--- config.mk ---
export PLATFORM = sky130hd
export DESIGN_NAME = sram_boot_loader
export DESIGN_NICKNAME = d
export VERILOG_FILES = /design/src/rtl/sram_boot_loader.sv
export SDC_FILE = /design/constraint.sdc
export NUM_CORES = 1
export LEC_CHECK = 0
export ABC_AREA = 1
export ABC_CLOCK_PERIOD_IN_PS = 2350
export CORE_MARGIN = 8
export CORE_UTILIZATION = 53
export CTS_CLUSTER_SIZE = 28
export DETAILED_ROUTE_END_ITERATION = 7
export PLACE_DENSITY = 0.78
export SKIP_LAST_GASP = 1
export SLEW_MARGIN = 10
export SYNTH_ARGS = -nofsm -noshare
export SYNTH_HDL_FRONTEND = slang
export SYNTH_SLANG_ARGS = --single-unit
--- constraint.sdc ---
create_clock -name clk -period 2.35 [get_ports clk]
set_input_delay 0.47 -clock clk [delete_from_list [all_inputs] [get_ports clk]]
set_output_delay 0.47 -clock clk [all_outputs]
set_load 0.05 [all_outputs]
--- src/rtl/sram_boot_loader.sv ---
// Boot loader: assembles a little-endian byte stream into 16-bit words, writes them
// to external SRAM, verifies an 8-bit checksum, then pulses load to hand over execution.
module sram_boot_loader (
    input  logic        clk,
    input  logic        rst_n,
    input  logic        start,
    input  logic [7:0]  start_page,
    input  logic [7:0]  rx_data,
    input  logic        rx_valid,
    output logic        rx_ready,
    output logic [15:0] SRAM_ADDR,
    output logic [15:0] SRAM_DOUT,
    output logic        SRAM_WE_N,
    output logic [15:0] sram_addr,
    output logic        load,
    output logic        busy,
    output logic        done,
    output logic        error
);

    typedef enum logic [3:0] {
        IDLE, CNT_LO, CNT_HI, DAT_LO, DAT_HI, WRITE, CSUM, GO, DONE, ERR
    } state_t;

    state_t      state_reg, state_next;
    logic [7:0]  page_reg;
    logic [7:0]  lo_reg;
    logic [7:0]  sum_reg;
    logic [15:0] count_reg;
    logic [15:0] index_reg;
    logic [15:0] index_inc;
    logic        xfer;
    logic        accept_start;
    logic        ready_next, we_n_next, load_next, busy_next, done_next;

    assign xfer         = rx_valid && rx_ready;
    assign accept_start = (state_reg == IDLE) && start;
    assign index_inc    = index_reg + 16'd1;

    always_ff @(posedge clk or negedge rst_n) begin
        if (!rst_n)
            state_reg <= IDLE;
        else
            state_reg <= state_next;
    end

    always_comb begin
        state_next = state_reg;
        case (state_reg)
            IDLE:   if (start) state_next = CNT_LO;
            CNT_LO: if (xfer) state_next = CNT_HI;
            CNT_HI: if (xfer) state_next = ({rx_data, count_reg[7:0]} == 16'd0) ? CSUM : DAT_LO;
            DAT_LO: if (xfer) state_next = DAT_HI;
            DAT_HI: if (xfer) state_next = WRITE;
            WRITE:  state_next = (index_inc == count_reg) ? CSUM : DAT_LO;
            CSUM:   if (xfer) state_next = (rx_data == sum_reg) ? GO : ERR;
            GO:     state_next = DONE;
            DONE:   state_next = DONE;
            ERR:    if (!start) state_next = IDLE;
            default: state_next = IDLE;
        endcase
    end

    // Outputs are registered from the next state so they line up with state_reg.
    always_comb begin
        ready_next = 1'b0;
        we_n_next  = 1'b1;
        load_next  = 1'b0;
        busy_next  = 1'b0;
        done_next  = 1'b0;
        case (state_next)
            CNT_LO, CNT_HI, DAT_LO, DAT_HI, CSUM: begin
                ready_next = 1'b1;
                busy_next  = 1'b1;
            end
            WRITE: begin
                we_n_next = 1'b0;
                busy_next = 1'b1;
            end
            GO: begin
                load_next = 1'b1;
                busy_next = 1'b1;
            end
            DONE: done_next = 1'b1;
            default: ;
        endcase
    end

    always_ff @(posedge clk or negedge rst_n) begin
        if (!rst_n) begin
            rx_ready  <= 1'b0;
            SRAM_WE_N <= 1'b1;
            load      <= 1'b0;
            busy      <= 1'b0;
            done      <= 1'b0;
            error     <= 1'b0;
        end else begin
            rx_ready  <= ready_next;
            SRAM_WE_N <= we_n_next;
            load      <= load_next;
            busy      <= busy_next;
            done      <= done_next;
            if (accept_start)
                error <= 1'b0;
            else if (state_next == ERR)
                error <= 1'b1;
        end
    end

    always_ff @(posedge clk or negedge rst_n) begin
        if (!rst_n) begin
            page_reg  <= 8'h00;
            lo_reg    <= 8'h00;
            sum_reg   <= 8'h00;
            count_reg <= 16'h0000;
            index_reg <= 16'h0000;
            SRAM_ADDR <= 16'h0000;
            SRAM_DOUT <= 16'h0000;
            sram_addr <= 16'h0000;
        end else begin
            case (state_reg)
                IDLE: if (start) begin
                    page_reg  <= start_page;
                    index_reg <= 16'h0000;
                    sum_reg   <= 8'h00;
                    sram_addr <= {start_page, 8'h00};
                end
                CNT_LO: if (xfer) count_reg[7:0]  <= rx_data;
                CNT_HI: if (xfer) count_reg[15:8] <= rx_data;
                DAT_LO: if (xfer) begin
                    lo_reg  <= rx_data;
                    sum_reg <= sum_reg + rx_data;
                end
                DAT_HI: if (xfer) begin
                    sum_reg   <= sum_reg + rx_data;
                    SRAM_DOUT <= {rx_data, lo_reg};
                    // 16-bit add: pages near the top of memory wrap to 0x0000.
                    SRAM_ADDR <= {page_reg, 8'h00} + index_reg;
                end
                WRITE: index_reg <= index_inc;
                default: ;
            endcase
        end
    end

endmodule

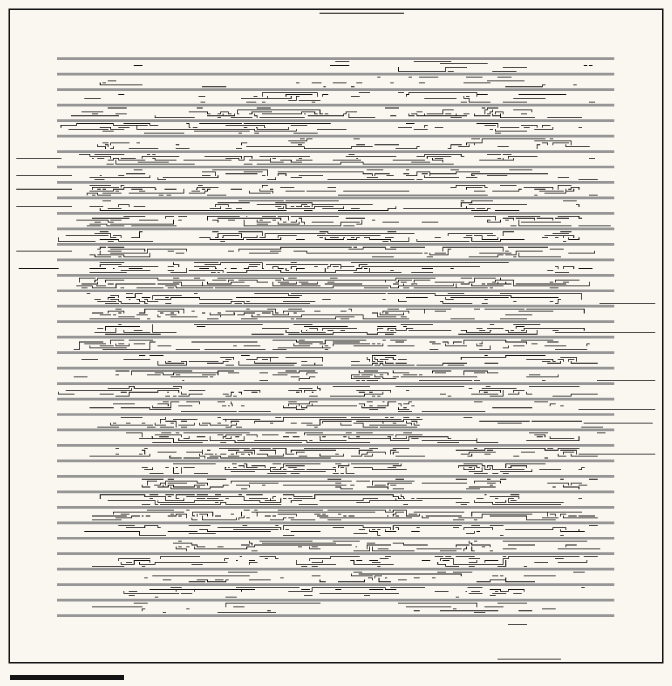
Figure 1: metal 1.
The bar under the picture is 20 um long. Supply wires on this layer in grey.
The longest straight run is 32.7 um. The wires run mostly horizontal. The layer holds 43% of the routed length. 718 nets have wire on it. The layer carries 5930 um of wire.

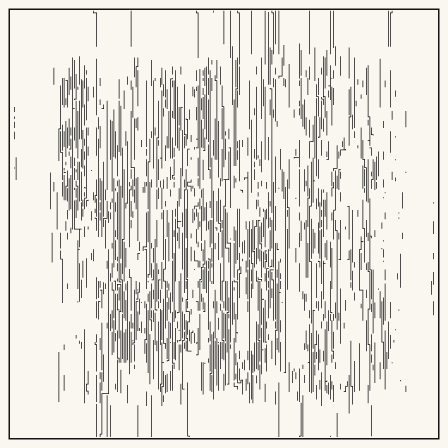
Figure 2: metal 2.
The layer holds 49% of the routed length. 660 nets have wire on it. The longest straight run is 49.6 um. The wires run mostly vertical.

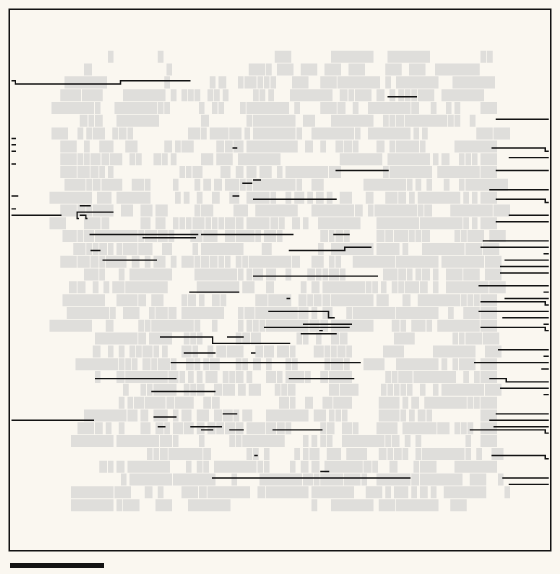
Figure 3: M3 wires.
The bar under the picture is 20 um long.
The layer carries 854 um of wire. The longest straight run is 41.9 um. 74 nets have wire on it. The layer holds 6.3% of the routed length. The wires run mostly horizontal.

==> flow_summary_export.csv <==
group,metric,value,unit
synth,syn_inst,642,
die,die-area,13100,sq um
critical_path,worst_path_most_repeated_cell,"nand3_1",
die,placementRows,36,
placed_design,dpl_worst_slack,-0.140,ns
die,pin_count,74,
pwr,comb_power_share,0.512,
synth,ys_cells,642,
cts,postCtsSetupRepairBufs,0,
synth,area_leaders,"dfrtp_1 47%, nand2_1 14%, o21ai_0 6.3%",
placed_design,hpwl,10700,um
job,cap_violations,0,
synth,netlist_area,5160,sq um
critical_path,crit_chain,"ha_1 -> nand3_1 -> nor2_2 -> nand3_1 -> nand2_1 -> nand3_1 -> nand2_1 -> nand3_1 -> nor2_2 -> nand2_2 -> nand2_2 -> nand3_2 -> o21bai_2 -> inv_2",
timing,worst_pin_slew,0.520,ns
outcome,status,"complete, no violations",
pwr,swShare,0.465,
timing,skew,0.00855,ns
cts,cts_root_buf,"clkbuf_8",
placed_design,port_buffers,65,
timing,slew_violations,0,
global_route,grt_max_degree,37,
finish,most-common-layout-cells,"198 x nand2_1, 97 x dfrtp_1, 74 x inv_1, 65 x o21ai_0, 64 x clkdlybuf4s50_1",
global_route,grt_pass1_vias,4888,
critical_path,crit_path_end_kind,"flop",
synth,yosysTopAreaCell,"dfrtp_1",
pwr,p_leak,3.12,nW
drt,drt_first_pass_iters,4,
timing,tns,0,ns
critical_path,crit_path_max_fanout,3,
finish,drive_gt1_frac,0.117,
synth,top_area_frac,0.471,
cts,htree_levels,3,
synth,yosysChipArea,5160,sq um
timing,finalCritPeriodShare,0.932,
synth,yosysSeqAreaShare,0.476,
finish,area_growth,23.6,%
timing,fmax,457,MHz
## metal layers
| metal | GRT usage | vias up | routed length, um |
|---|---|---|---|
| met5 | 0 | - | 0 |
| met1 | 0.280 | 2256 | 5930 |
| met3 | 0.0454 | 19 | 854 |
| li1 | - | 2253 | - |
| met2 | 0.384 | 119 | 6700 |
| met4 | 0.0772 | 0 | 187 |
## power groups by stage
stage	Sequential (W)	Combinational [W]	Clock (W)
finish	0.00268	0.00400	0.00113
global placement	0.00269	0.00390	0
floorplan	0.00358	0.00166	0
CTS	0.00268	0.00402	0.00116
detailed placement	0.00271	0.00399	0
global route	0.00275	0.00442	0.00123
## cells by family after synthesis
| group | synth area share |
|---|---|
| flip-flops | 0.476 |
| AND-OR/OR-AND | 0.101 |
| XOR/XNOR | 0.0230 |
| AND/OR/NAND/NOR | 0.277 |
| buffers and inverters | 0.0781 |
| adder cells (fa/ha/maj) | 0.0442 |
| other | 0.000727 |
## synth_stat cells
cell type	n
o21bai_2	1
nor2_2	6
and2_1	1
a21oi_1	10
o21ai_0	65
xnor3_1	1
nand3b_1	5
o21a_1	1
a21o_1	1
nor3_1	3
o21ai_2	1
o21ai_1	1
nand4_1	13
fa_1	2
buf_2	1
nand3_2	2
conb_1	1
nor2_1	31
ha_1	15
nand2_1	198
o221ai_1	1
a32o_1	1
inv_1	74
buf_4	8
o21bai_1	2
xnor2_1	3
nor4_1	5
nor2_8	1
xor2_1	8
nand3_1	38
o2111ai_1	1
nor2_4	5
o22ai_1	10
nand2_2	12
dfrtp_1	97
dfstp_2	1
inv_2	6
clkbuf_1	10
## worst max-delay path, delay by kind of cell, from the launching register on
family                   cells  cell delay [ns]
adder cells (fa/ha/maj)      1             0.21
flip-flops                   1             0.37
AND/OR/NAND/NOR             11             1.25
AND-OR/OR-AND                1             0.20
buffers and inverters        1             0.06
## stage by stage
stage | cells | hold WS [ns]
CTS | 879 | 0.00722
global placement | 863 | 0.404
finish | 879 | 0.00614
global route | 879 | 0.0201
floorplan | 649 | 0.174
detailed placement | 863 | 0.414
## final timing paths
kind | start | end | cells after the start
setup / recovery | index_reg[0]$_DFFE_PN0P_ | busy$_DFF_PN0_ | 14
hold / removal | rst_n | page_reg[2]$_DFFE_PN0P_ | 1
setup reg to reg | index_reg[0]$_DFFE_PN0P_ | busy$_DFF_PN0_ | 14
hold reg to reg | SRAM_DOUT[1]$_DFFE_PN0P_ | SRAM_DOUT[1]$_DFFE_PN0P_ | 2
max in group asynchronous | rst_n | index_reg[2]$_DFFE_PN0P_ | 2
min in group clk | SRAM_DOUT[1]$_DFFE_PN0P_ | SRAM_DOUT[1]$_DFFE_PN0P_ | 2
## final cells by class
| cell class | count | area, sq um |
|---|---|---|
| Inverter | 80 | 300 |
| Fill cell | 843 | 3220 |
| Multi-Input combinational cell | 452 | 2330 |
| Sequential cell | 98 | 2450 |
| Timing Repair Buffer | 100 | 923 |
| Clock inverter | 6 | 73.8 |
| Clock buffer | 10 | 128 |
| Tap cell | 133 | 166 |
Power is estimated from default activity; no workload was simulated.
